Cell density map:
The die is cut into 12 by 12 equal tiles; white is low, dark blue is high, 0 to 100% covered.
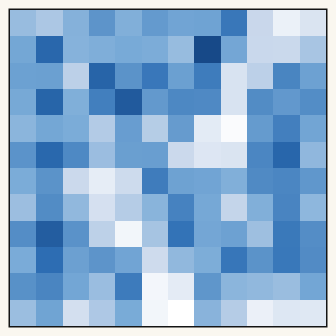
Cell placement:
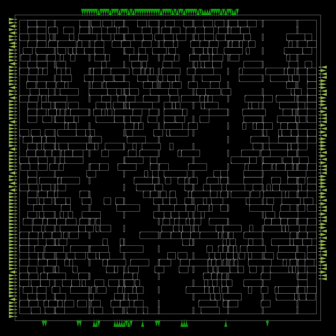
[config.mk]
export PLATFORM = sky130hd
export DESIGN_NAME = booth_mult_arbiter
export DESIGN_NICKNAME = d
export VERILOG_FILES = /design/src/rtl/booth_mult_arbiter.sv
export SDC_FILE = /design/constraint.sdc
export NUM_CORES = 1
export LEC_CHECK = 0
export CAP_MARGIN = 40
export CORE_MARGIN = 1.5
export CORE_UTILIZATION = 30
export CTS_BUF_LIST = sky130_fd_sc_hd__clkbuf_16
export DETAILED_ROUTE_END_ITERATION = 12
export PLACE_DENSITY_LB_ADDON = 0.15
export SYNTH_ARGS = -nofsm -noshare
export SYNTH_HDL_FRONTEND = slang
export SYNTH_SLANG_ARGS = --single-unit
[constraint.sdc]
create_clock -name Clock -period 2.75 [get_ports Clock]
set_input_delay 0.825 -clock Clock [delete_from_list [all_inputs] [get_ports Clock]]
set_output_delay 0.825 -clock Clock [all_outputs]
set_load 0.03 [all_outputs]
[src/rtl/booth_mult_arbiter.sv]
`default_nettype none
// ============================================================================
// Module      : booth_mult_arbiter
// Description : Round-robin arbiter/sequencer sharing one Booth multiplier
//               among NREQ requesters, with a watchdog abort on WAIT.
// Revision    : 1.0 - initial release
// ============================================================================
module booth_mult_arbiter #(
  parameter int NREQ    = 4,
  parameter int WIDTH   = 16,
  parameter int TIMEOUT = 64
) (
  input  logic                    Clock,
  input  logic                    Reset,
  input  logic [NREQ-1:0]         Req,
  input  logic [NREQ*WIDTH-1:0]   A_in,
  input  logic [NREQ*WIDTH-1:0]   B_in,
  output logic [NREQ-1:0]         Ack,
  output logic [NREQ-1:0]         ResultValid,
  output logic [2*WIDTH-1:0]      Result,
  output logic                    Error,
  output logic                    Busy,
  output logic                    MulStart,
  output logic [WIDTH-1:0]        MulA,
  output logic [WIDTH-1:0]        MulB,
  input  logic                    MulDone,
  input  logic [2*WIDTH-1:0]      MulProduct
);

  localparam int LW = (NREQ > 1) ? $clog2(NREQ) : 1;
  localparam int CW = (TIMEOUT > 1) ? $clog2(TIMEOUT) : 1;
  localparam int PW = 2 * WIDTH;

  localparam logic [LW-1:0] c_LAST_RST = LW'(NREQ - 1);
  localparam logic [CW-1:0] c_CNT_MAX  = CW'(TIMEOUT - 1);

  typedef enum logic [1:0] {
    S_IDLE  = 2'd0,
    S_ISSUE = 2'd1,
    S_WAIT  = 2'd2
  } state_t;

  state_t            r_state;
  state_t            w_state_nxt;

  logic [NREQ-1:0]   r_ack, w_ack_nxt;
  logic [NREQ-1:0]   r_rv, w_rv_nxt;
  logic [PW-1:0]     r_result, w_result_nxt;
  logic              r_error, w_error_nxt;
  logic              r_mulstart, w_mulstart_nxt;
  logic [WIDTH-1:0]  r_mula, w_mula_nxt;
  logic [WIDTH-1:0]  r_mulb, w_mulb_nxt;
  logic [LW-1:0]     r_last, w_last_nxt;
  logic [CW-1:0]     r_cnt, w_cnt_nxt;

  logic              w_found;
  logic [LW-1:0]     w_gnt;
  logic [LW-1:0]     w_cand;
  int                w_idx;
  logic [NREQ-1:0]   w_gnt_oh;
  logic [NREQ-1:0]   w_last_oh;
  logic [WIDTH-1:0]  w_opa;
  logic [WIDTH-1:0]  w_opb;

  // Walk the offsets from farthest to nearest so the nearest set bit after
  // r_last is the one left standing.
  always_comb begin
    w_found = 1'b0;
    w_gnt   = r_last;
    w_idx   = 0;
    w_cand  = '0;
    for (int k = NREQ; k >= 1; k--) begin
      w_idx = int'(r_last) + k;
      if (w_idx >= NREQ) begin
        w_idx = w_idx - NREQ;
      end
      w_cand = LW'(w_idx);
      if (Req[w_cand]) begin
        w_found = 1'b1;
        w_gnt   = w_cand;
      end
    end
  end

  always_comb begin
    w_gnt_oh  = '0;
    w_last_oh = '0;
    w_opa     = '0;
    w_opb     = '0;
    for (int i = 0; i < NREQ; i++) begin
      w_gnt_oh[i]  = (w_gnt == LW'(i));
      w_last_oh[i] = (r_last == LW'(i));
      if (w_gnt == LW'(i)) begin
        w_opa = A_in[i*WIDTH +: WIDTH];
        w_opb = B_in[i*WIDTH +: WIDTH];
      end
    end
  end

  always_comb begin
    w_state_nxt    = r_state;
    w_ack_nxt      = '0;
    w_rv_nxt       = '0;
    w_result_nxt   = r_result;
    w_error_nxt    = r_error;
    w_mulstart_nxt = 1'b0;
    w_mula_nxt     = r_mula;
    w_mulb_nxt     = r_mulb;
    w_last_nxt     = r_last;
    w_cnt_nxt      = r_cnt;
    case (r_state)
      S_IDLE: begin
        if (w_found) begin
          w_ack_nxt      = w_gnt_oh;
          w_mulstart_nxt = 1'b1;
          w_mula_nxt     = w_opa;
          w_mulb_nxt     = w_opb;
          w_last_nxt     = w_gnt;
          w_state_nxt    = S_ISSUE;
        end
      end
      S_ISSUE: begin
        w_cnt_nxt   = '0;
        w_state_nxt = S_WAIT;
      end
      S_WAIT: begin
        // Completion takes precedence over the watchdog on the same cycle.
        if (MulDone) begin
          w_result_nxt = MulProduct;
          w_error_nxt  = 1'b0;
          w_rv_nxt     = w_last_oh;
          w_state_nxt  = S_IDLE;
        end else if (r_cnt == c_CNT_MAX) begin
          w_result_nxt = '0;
          w_error_nxt  = 1'b1;
          w_rv_nxt     = w_last_oh;
          w_state_nxt  = S_IDLE;
        end else begin
          w_cnt_nxt = r_cnt + 1'b1;
        end
      end
      default: begin
        w_state_nxt = S_IDLE;
      end
    endcase
  end

  always_ff @(posedge Clock) begin
    if (Reset) begin
      r_state    <= S_IDLE;
      r_ack      <= '0;
      r_rv       <= '0;
      r_result   <= '0;
      r_error    <= 1'b0;
      r_mulstart <= 1'b0;
      r_mula     <= '0;
      r_mulb     <= '0;
      r_last     <= c_LAST_RST;
      r_cnt      <= '0;
    end else begin
      r_state    <= w_state_nxt;
      r_ack      <= w_ack_nxt;
      r_rv       <= w_rv_nxt;
      r_result   <= w_result_nxt;
      r_error    <= w_error_nxt;
      r_mulstart <= w_mulstart_nxt;
      r_mula     <= w_mula_nxt;
      r_mulb     <= w_mulb_nxt;
      r_last     <= w_last_nxt;
      r_cnt      <= w_cnt_nxt;
    end
  end

  assign Ack         = r_ack;
  assign ResultValid = r_rv;
  assign Result      = r_result;
  assign Error       = r_error;
  assign MulStart    = r_mulstart;
  assign MulA        = r_mula;
  assign MulB        = r_mulb;
  assign Busy        = (r_state != S_IDLE);

endmodule
`default_nettype wire

==> results.cfg <==
; physical design summary
[critical_path]
rrSetupSlack_ps = 360
cpMaxStageDelayCell = clkdlybuf4s50_1
r2r_end = MulB[2]
r2r_cells = 8
cp_slowest_stage_delay_ps = 580
endpoint = MulB[2]
cp_num_buf_inv = 2
reg2reg_from = r_last[0]
crit_type = primary input to flip-flop
required_ps = 2990
critical_path.startpoint_type = primary input

[routing]
vias = 4484
vias_per_cell = 5.021
drc = 0
ant_nets = 0
drt_iter0_drc = 184

[pwr]
p_seq_share_pct = 34.2
finalPower_mw = 4.380
cellPowerDensity_nw_per_um2 = 606.1
power_frac_clock_pct = 24.8
p_leak_nw = 2.782
pg_comb_mw = 1.80
pwr-share-comb_pct = 41.0
top_power_group = combinational cells

[cts]
cts_sinks = 84
path_clk_slew_ps = 60
cts_setup_buffers = 0
clock_latency_ps = 340
ctsRootBufferMaster = clkbuf_16
cts_buffers = 9

[grt]
grt-busiest-layer = met2
grt_first_pass_wirelength_microns = 21880
use_met1_pct = 21.39
grtUsageMet3_pct = 5.243
antenna_found_initial = 0
grtUsageTotal_pct = 18.77
grt_overflow = 0
grt_pass1_vias = 4500

[synth]
syn_area_sq_um = 4230
mux_share_pct = 17.48
synth-xor-area-share_pct = 0.2070
topCombFamilyByArea = AND-OR/OR-AND gates
ys_chip_area_sq_um = 4230
simple_gate_share_pct = 11.42
syn-instance-count = 467
async_flop_share_pct = 0
ff_type = dfxtp_1

[finish]
clock_buffers = 9
buffers = 270
sh_seq_area_pct = 23.27
comb_share_pct = 32.46
largest_class = buffers
lay_top_cells = clkdlybuf4s50_1 (239), dfxtp_1 (84), nor2_1 (78), a21oi_1 (69), mux2i_1 (36)
logic_area_sq_um = 2346
drive_gt1_share_pct = 11.64
nFillCells = 1244

[final_timing]
skew_ps = 7.296
max_freq_mhz = 376.9
worst_pin_slew_ps = 557.0
finalCritPeriodShare_pct = 96.48
finalSetupViolCount = 0
maxSlewHeadroom_pct = 61.91
rsz0062_at_grt = true
fin_ws_ps = 96.75

[run_status]
status = complete, no violations

[worst_hold_path]
hold_end = r_cnt[4]
hp-start = r_cnt[4]
hold_path_class = flip-flop to flip-flop

[die]
die_w_microns = 121.7
io_pins = 242
dieHeight_microns = 121.7

[placement]
dp_slack_ps = -260.7
hpwl_microns = 10600
io_buffer_count = 241

[job]
tool_warnings = 30
-- 'cell density map' (at the start) --
The fullest tile reaches 90%. 6.2% of the tiles are over 75% full. The densest ninth of the die: top centre. 0.70% of the tiles are nearly empty. The mean over all tiles is 47%.
core area: 13,830 sq um
fp util: 30.59%
Util after Layout: 52.27%

-- 'cell placement' (at the start) --
num sequential: 84
num rows: 43
Final Instance Count excl. Fillers: 893

==> synthesized netlist by cell type, types with 5 or more instances <==
library cell | count | area (sq um)
buf_2 | 17 | 85.08
clkbuf_1 | 19 | 71.32
dfxtp_1 | 84 | 1682
mux2i_1 | 36 | 360.4
a22oi_1 | 33 | 247.7
a21oi_1 | 69 | 345.3
mux2_2 | 29 | 326.6
nor2_1 | 80 | 300.3
o32ai_1 | 30 | 262.8
o21ai_0 | 8 | 40.04
ha_1 | 5 | 62.56
==> registers in the layout (all words and copies together) (netlist names) <==
| signal | flops |
|---|---|
| Ack | 4 |
| r_state | 2 |
| MulB | 16 |
| Result | 32 |
| MulA | 16 |
| r_last | 2 |
| r_cnt | 6 |
| Error | 1 |
| ResultValid | 4 |
| MulStart | 1 |
Power is estimated from default activity; no workload was simulated.
